### config.mk
export PLATFORM = sky130hd
export DESIGN_NAME = cycle_request_arbiter
export DESIGN_NICKNAME = d
export VERILOG_FILES = /design/src/rtl/cycle_request_arbiter_pkg.sv /design/src/rtl/cycle_request_arbiter_nmi_latch.sv /design/src/rtl/cycle_request_arbiter.sv
export SDC_FILE = /design/constraint.sdc
export NUM_CORES = 1
export LEC_CHECK = 0
export CAP_MARGIN = 30
export CORE_MARGIN = 2
export CORE_UTILIZATION = 35
export DETAILED_ROUTE_END_ITERATION = 10
export PLACE_DENSITY = 0.66
export SLEW_MARGIN = 20
export SYNTH_ARGS = -nofsm -noshare
export SYNTH_HDL_FRONTEND = slang
export SYNTH_SLANG_ARGS = --single-unit
### constraint.sdc
create_clock -name Clk -period 3.85 [get_ports Clk]
set_input_delay 0.385 -clock Clk [delete_from_list [all_inputs] [get_ports Clk]]
set_output_delay 0.385 -clock Clk [all_outputs]
set_load 0.05 [all_outputs]
### src/rtl/cycle_request_arbiter_pkg.sv
// Shared definitions for the cycle request arbiter: FSM state encoding,
// interrupt-mode encodings, grant priority order and the P2 pulse bundle.
// Ports: none (package).
package cycle_request_arbiter_pkg;

  typedef enum logic [2:0] {
    ST_IDLE,
    ST_RESET_SVC,
    ST_BUS_HOLD,
    ST_NMI_SVC,
    ST_INT_ACK,
    ST_INT_SVC
  } state_e;

  // Interrupt modes; IM3 behaves exactly like IM0.
  localparam logic [1:0] IM0 = 2'd0;
  localparam logic [1:0] IM1 = 2'd1;
  localparam logic [1:0] IM2 = 2'd2;
  localparam logic [1:0] IM3 = 2'd3;

  // Grant outcomes; the arbitrate() function below fixes the priority order.
  typedef enum logic [1:0] {
    GRANT_NONE,
    GRANT_BUSRQ,
    GRANT_NMI,
    GRANT_INT
  } grant_e;

  // One-cycle pulses towards the control flip-flops.
  typedef struct packed {
    logic set_cm1;
    logic set_creset;
    logic set_cbusrq;
    logic set_cnmi;
    logic set_cint0;
    logic set_cint0_rst;
    logic set_cint0_call;
    logic set_cint1;
    logic set_cint2;
    logic reset_creset;
    logic reset_cbusrq;
    logic reset_cnmi;
    logic reset_cint;
    logic reset_allunofficialff;
  } p2_t;

  function automatic logic [1:0] im_norm(input logic [1:0] im);
    return (im == IM3) ? IM0 : im;
  endfunction

  // Fixed priority: bus request > NMI > maskable interrupt.
  function automatic grant_e arbitrate(input logic busrq, input logic nmi, input logic intr);
    if (busrq)     return GRANT_BUSRQ;
    else if (nmi)  return GRANT_NMI;
    else if (intr) return GRANT_INT;
    else           return GRANT_NONE;
  endfunction

endpackage

### src/rtl/cycle_request_arbiter_nmi_latch.sv
// NMI rising-edge latch: remembers an NMI edge until the arbiter takes it.
// Ports: clk_i/rst_i (async active-high), nmi_i raw NMI level, clr_i clear
// strobe on service entry, pending_o latched edge.
module nmi_edge_latch (
  input  logic clk_i,
  input  logic rst_i,
  input  logic nmi_i,
  input  logic clr_i,
  output logic pending_o
);

  logic nmi_prev_q;
  logic pending_q;
  logic pending_d;
  logic nmi_rise;

  assign nmi_rise = nmi_i & ~nmi_prev_q;

  // A fresh edge beats a simultaneous clear so that an NMI arriving in the
  // very cycle an earlier one is taken is not lost.
  always_comb begin
    pending_d = pending_q;
    if (nmi_rise)   pending_d = 1'b1;
    else if (clr_i) pending_d = 1'b0;
  end

  always_ff @(posedge clk_i or posedge rst_i) begin
    if (rst_i) begin
      nmi_prev_q <= 1'b0;
      pending_q  <= 1'b0;
    end else begin
      nmi_prev_q <= nmi_i;
      pending_q  <= pending_d;
    end
  end

  assign pending_o = pending_q;

endmodule

### src/rtl/cycle_request_arbiter.sv
// Cycle request arbiter: at instruction boundaries picks bus request, NMI or
// maskable interrupt and sequences their service, emitting registered
// one-cycle P2_* set/reset pulses to the CPU control flip-flops.
// Ports: Clk/Reset (async active-high); sequencer strobes InstrEnd, SeqDone;
// requests Req_Reset, Req_Busrq, Req_Nmi, Req_Int with IFF1 and IM; IM0
// acknowledge classification AckDataValid/Int0_IsRst/Int0_IsCall;
// outputs P2_* pulses, Busy and NmiPending.
module cycle_request_arbiter
  import cycle_request_arbiter_pkg::*;
(
  input  logic       Clk,
  input  logic       Reset,
  input  logic       InstrEnd,
  input  logic       SeqDone,
  input  logic       Req_Reset,
  input  logic       Req_Busrq,
  input  logic       Req_Nmi,
  input  logic       Req_Int,
  input  logic       IFF1,
  input  logic [1:0] IM,
  input  logic       AckDataValid,
  input  logic       Int0_IsRst,
  input  logic       Int0_IsCall,
  output logic       P2_Set_CM1,
  output logic       P2_Set_CRESET,
  output logic       P2_Set_CBUSRQ,
  output logic       P2_Set_CNMI,
  output logic       P2_Set_CINT0,
  output logic       P2_Set_CINT0_RST,
  output logic       P2_Set_CINT0_CALL,
  output logic       P2_Set_CINT1,
  output logic       P2_Set_CINT2,
  output logic       P2_Reset_CRESET,
  output logic       P2_Reset_CBUSRQ,
  output logic       P2_Reset_CNMI,
  output logic       P2_Reset_CINT,
  output logic       P2_Reset_ALLUNOFFICIALFF,
  output logic       Busy,
  output logic       NmiPending
);

  state_e     state_q;
  logic [1:0] im_q;
  p2_t        p2_q;
  grant_e     grant;
  logic       nmi_pending;
  logic       nmi_clr;
  logic       enter_reset;
  logic       enter_nmi;

  assign grant = arbitrate(Req_Busrq, nmi_pending, Req_Int & IFF1);

  // Entry conditions mirror the FSM transitions below; the latch is cleared
  // on the same edge the FSM enters the service state.
  assign enter_reset = Req_Reset && (state_q != ST_RESET_SVC);
  assign enter_nmi   = !Req_Reset && (state_q == ST_IDLE) && InstrEnd && (grant == GRANT_NMI);
  assign nmi_clr     = enter_reset | enter_nmi;

  nmi_edge_latch u_nmi_edge_latch (
    .clk_i     (Clk),
    .rst_i     (Reset),
    .nmi_i     (Req_Nmi),
    .clr_i     (nmi_clr),
    .pending_o (nmi_pending)
  );

  always_ff @(posedge Clk or posedge Reset) begin
    if (Reset) begin
      state_q <= ST_IDLE;
      im_q    <= IM0;
      p2_q    <= '0;
    end else begin
      p2_q <= '0;
      if (Req_Reset) begin
        // CPU reset pre-empts everything; pulses only on entry.
        if (state_q != ST_RESET_SVC) begin
          state_q                    <= ST_RESET_SVC;
          p2_q.set_creset            <= 1'b1;
          p2_q.reset_allunofficialff <= 1'b1;
        end
      end else begin
        unique case (state_q)
          ST_IDLE: begin
            if (InstrEnd) begin
              unique case (grant)
                GRANT_BUSRQ: begin
                  p2_q.set_cbusrq <= 1'b1;
                  state_q         <= ST_BUS_HOLD;
                end
                GRANT_NMI: begin
                  p2_q.set_cnmi <= 1'b1;
                  state_q       <= ST_NMI_SVC;
                end
                GRANT_INT: begin
                  // IM is captured here and frozen for the whole sequence.
                  im_q    <= im_norm(IM);
                  state_q <= ST_INT_ACK;
                  case (im_norm(IM))
                    IM1:     p2_q.set_cint1 <= 1'b1;
                    IM2:     p2_q.set_cint2 <= 1'b1;
                    default: p2_q.set_cint0 <= 1'b1;
                  endcase
                end
                default: p2_q.set_cm1 <= 1'b1;
              endcase
            end
          end
          ST_RESET_SVC: begin
            p2_q.reset_creset <= 1'b1;
            state_q           <= ST_IDLE;
          end
          ST_BUS_HOLD: begin
            if (!Req_Busrq) begin
              p2_q.reset_cbusrq <= 1'b1;
              state_q           <= ST_IDLE;
            end
          end
          ST_NMI_SVC: begin
            if (SeqDone) begin
              p2_q.reset_cnmi <= 1'b1;
              state_q         <= ST_IDLE;
            end
          end
          ST_INT_ACK: begin
            if (im_q != IM0) begin
              state_q <= ST_INT_SVC;
            end else if (AckDataValid) begin
              // RST classification wins over CALL.
              if (Int0_IsRst)       p2_q.set_cint0_rst  <= 1'b1;
              else if (Int0_IsCall) p2_q.set_cint0_call <= 1'b1;
              state_q <= ST_INT_SVC;
            end
          end
          ST_INT_SVC: begin
            if (SeqDone) begin
              p2_q.reset_cint <= 1'b1;
              state_q         <= ST_IDLE;
            end
          end
          default: state_q <= ST_IDLE;
        endcase
      end
    end
  end

  assign P2_Set_CM1               = p2_q.set_cm1;
  assign P2_Set_CRESET            = p2_q.set_creset;
  assign P2_Set_CBUSRQ            = p2_q.set_cbusrq;
  assign P2_Set_CNMI              = p2_q.set_cnmi;
  assign P2_Set_CINT0             = p2_q.set_cint0;
  assign P2_Set_CINT0_RST         = p2_q.set_cint0_rst;
  assign P2_Set_CINT0_CALL        = p2_q.set_cint0_call;
  assign P2_Set_CINT1             = p2_q.set_cint1;
  assign P2_Set_CINT2             = p2_q.set_cint2;
  assign P2_Reset_CRESET          = p2_q.reset_creset;
  assign P2_Reset_CBUSRQ          = p2_q.reset_cbusrq;
  assign P2_Reset_CNMI            = p2_q.reset_cnmi;
  assign P2_Reset_CINT            = p2_q.reset_cint;
  assign P2_Reset_ALLUNOFFICIALFF = p2_q.reset_allunofficialff;
  assign Busy                     = (state_q != ST_IDLE);
  assign NmiPending               = nmi_pending;

endmodule

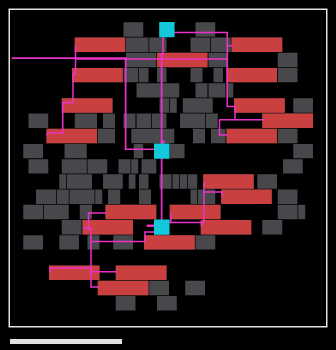
Figure 1: clock network drawn from the DEF.
Bar = 20 um.
- magenta: clock wires (length 239 um)
- cyan: clock drivers (count 3)
- red: flip-flops (count 20)
- routed clock nets: 4

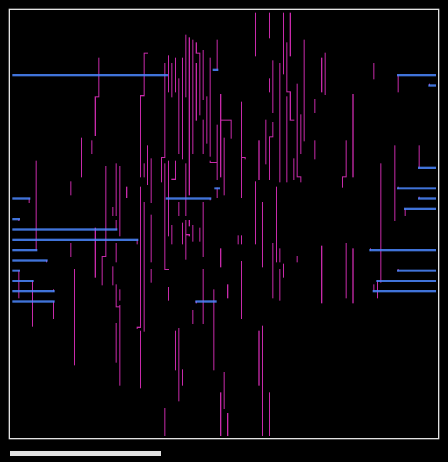
Figure 2: metal layers overlaid.
Bar = 20 um. Only two layers are drawn.
- magenta: metal 2 (wire length 808 um)
- blue: metal 3 (wire length 130 um)

[through the flow]
stage	utilization	total power (uW)	setup slack [ns]	instances
after floorplan	-	503.3	2.260	80
final	0.4746	667.1	1.536	138
after global placement	0.4662	570.5	1.716	135
after global routing	0.4746	703.5	1.455	138
after CTS	0.4746	673.7	1.528	138
after detailed placement	0.4662	577.5	1.656	135
[worst reg2reg max path: stages (launching register included)]
cell and delay [ns]:
sky130_fd_sc_hd__dfrtp_1 0.52, sky130_fd_sc_hd__nor4_4 0.41, sky130_fd_sc_hd__and3_1 0.31, sky130_fd_sc_hd__mux2_2 0.35
[layer usage]
metal	global-route usage	up-vias	part of all wire
met5	0	-	0
met4	0.07143	0	0.025
met3	0.03456	5	0.072
met2	0.2010	24	0.45
met1	0.1561	308	0.45
li1	-	339	-
==> results.txt <==
Status of the implementation.

- For this run the detailed placement stage logged an HPWL of 1.397 mm.
- The flip-flop and latch count is 20, for reference.
- The maximum vdd ir drop is 0.4217 mV, for reference.
- The critical path's slowest stage uses the library cell sky130_fd_sc_hd__clkdlybuf4s50_1.
- The number of hold-slack violations in the final timing report is 0, for reference.
- The combinational fraction of design power is 0.424, for reference.
- The proportion of power drawn by the clock network is 0.143, for reference.
- The non-clock buffer count in the final layout is 29, for reference.
- In this run, post-CTS hold repair placed 0 buffers.
- Detailed routing inserted a total of 676 vias.
- The number of library cell types mapped by synthesis is 34, for reference.
- The buffer type at the clock tree root is sky130_fd_sc_hd__clkbuf_4, for reference.
- Cell internal power was estimated by the tool at 393.0 uW.
- The global route stage reports its total congestion overflow as 0.
- The clock-pin transition on the worst setup and hold timing paths is ~0.10 ns, for reference.
- In this run, the synthesized area fraction spent on xor and xnor cells is recorded as 0.
- The number of antenna diodes in the final layout is 0.
- The startpoint-to-endpoint class of the critical path is reg2out, for reference.
- The run finished with clean final reports.
- The class of the tightest hold or removal check is reg2reg, for reference.
- Together, buffers and inverters on the worst path number 1.
- In this run the tightest slew margin relative to its limit is 0.5052.
- The share of the Yosys chip area taken by registers is 0.5181.
- The end of the worst register-to-register path is im_q[0], for reference.
- The post-synthesis chip area from yosys is 965.9 sq um, for reference.
- The worst reg-to-reg path cell count is 3, for reference.
- Entering global routing, the biggest net connects 21 pins.
- The horizontal die dimension reported for this design is between 50 and 60 um.
- The weighted congestion at the end of routability-driven global placement is 0.7921, for reference.
- The cell area after synthesis is 965.9 sq um, for reference.
- The number of cells reported by Yosys stat comes to 80.
- According to the floorplan report, the placeable core area is 2686 sq um.
- Leaving out buffers and inverters, the combinational logic in the layout accounts for approximately 400 sq um.
- The largest registers in the layout are state_q: 3 flops, im_q: 2 flops.
- The maximum clock skew at final layout is 0.003127 ns, for reference.
- The average detailed-routed wire length per instance is 13.07 um, for reference.
- The register with the most flip-flops in the layout has 3 of them.
- The layout has 3 clock buffers.
- The leakage power is 0.0005893 uW, for reference.
- The switching share of power is 0.4108, for reference.
- The biggest cell delay along the critical path is 0.71 ns, for reference.
- The endpoint type of the worst setup path is an output port, for reference.
- The worst setup path is launched from a register.
- The overall track demand over capacity in global routing is 0.1274, for reference.
- The insertion delay of the later-clocked pin in the worst-skew pair is 0.30 ns, for reference.
- The synthesis report gives the async set-or-reset register share as 1.000.
- The gate count after technology mapping is around 80, for reference.
- The warning tally printed by Yosys for this design is 0.
- Measured on the final layout, the clock distribution area share stands at 0.01766.
- The shortest period the worst path allows is 2.314 ns, for reference.
- The arithmetic-cell share of the synthesized area counting full adders, half adders and majority gates is 0.05181, for reference.
- Multi-input logic gates represent a cell area share of 0.3111.
- The cell type with the highest aggregate area in the netlist is sky130_fd_sc_hd__dfrtp_1, for reference.
- The design area is roughly 1300 sq um, for reference.
- The violation tally recorded at the end of detailed-routing iteration 0 is 10.
- The cell depth of the worst min-delay path is 1, for reference.
- After detailed routing, the number of vias per cell comes to 4.899.
- The largest combinational cell category by area is simple AND/OR/NAND/NOR gates, for reference.
- The worst hold path endpoint is u_nmi_edge_latch.pending_o, for reference.
- By count the netlist is led by sky130_fd_sc_hd__dfrtp_1, sky130_fd_sc_hd__inv_1, sky130_fd_sc_hd__and3_1.
- Per STA, the endpoint of the critical path is Busy.
- More flip-flops sit in one register than any other, and that register is state_q.
- In this run the vertical extent of the chip is between 50 and 60 um.
- For reference, the post-synthesis area per instance comes to 12.07 sq um.
- The power density over cell area is 523.2 nW/um^2, for reference.
- Per the cell usage report, the commonest logic cells after layout are sky130_fd_sc_hd__clkdlybuf4s50_1, sky130_fd_sc_hd__dfrtp_1, sky130_fd_sc_hd__inv_1.
- After detailed routing, the number of remaining DRC violations is 0.
- Buffers inserted during clock tree synthesis total 3.
- Per STA, the worst path is made up of or3_1 -> clkdlybuf4s50_1.
- The power report attributes to the sequential group a share of 0.433.
- The number of antenna violations at the first check in global routing is 0, for reference.
- The reported sequential group power is 289 uW, for reference.
- In this run, power in the clock network comes to 95.2 uW.
- The layout net count is 127, for reference.
- Leaving out fill and tap cells, the most frequent cell in the layout is sky130_fd_sc_hd__clkdlybuf4s50_1.
- Looking at the cell usage after synthesis, the top flip-flop cell is sky130_fd_sc_hd__dfrtp_1.
- The non-clock inverter total of the final layout is 7, for reference.
- The power in combinational cells is 283 uW, for reference.
- The largest share of the power goes to registers.
- Looking at the critical path, the highest net fanout was 10.
- The required time at the worst endpoint is listed as 3.46 ns.
- Measured on the final layout, buffering overhead outside the clock network stands at 0.2277.
- The area-dominant cell class after layout is flip-flops and latches, for reference.
- The net switching power figure is 274.1 uW, for reference.
- Per the placement log, port buffering inserted 29 buffers.
- The achievable frequency is ~430 MHz, for reference.
- According to the timing report, the arrival time at the worst endpoint equals 1.93 ns.
- Across all register-to-register paths, the minimum setup slack is 2.16 ns.
- The first global-routing pass estimated 3.091 mm of wire.
- In the post-synthesis netlist, the biggest area contributors are sky130_fd_sc_hd__dfrtp_1, sky130_fd_sc_hd__ha_1, sky130_fd_sc_hd__nor4b_1, sky130_fd_sc_hd__and3_1, sky130_fd_sc_hd__inv_1.
- The fraction of standard cell area that is sequential is 0.3925, for reference.
- The setup TNS after final layout is 0 ns, for reference.
- In this run the number of H-tree levels came out at 1.
- Per STA, the worst path accumulates the most delay in the family buffers and inverters.
- The area of the die is 3196 sq um, for reference.
- Summing all flip-flop and latch instances after layout gives 500.5 sq um.
- The floorplan report lists the tap cell count as 31.
Power is estimated from default activity; no workload was simulated.
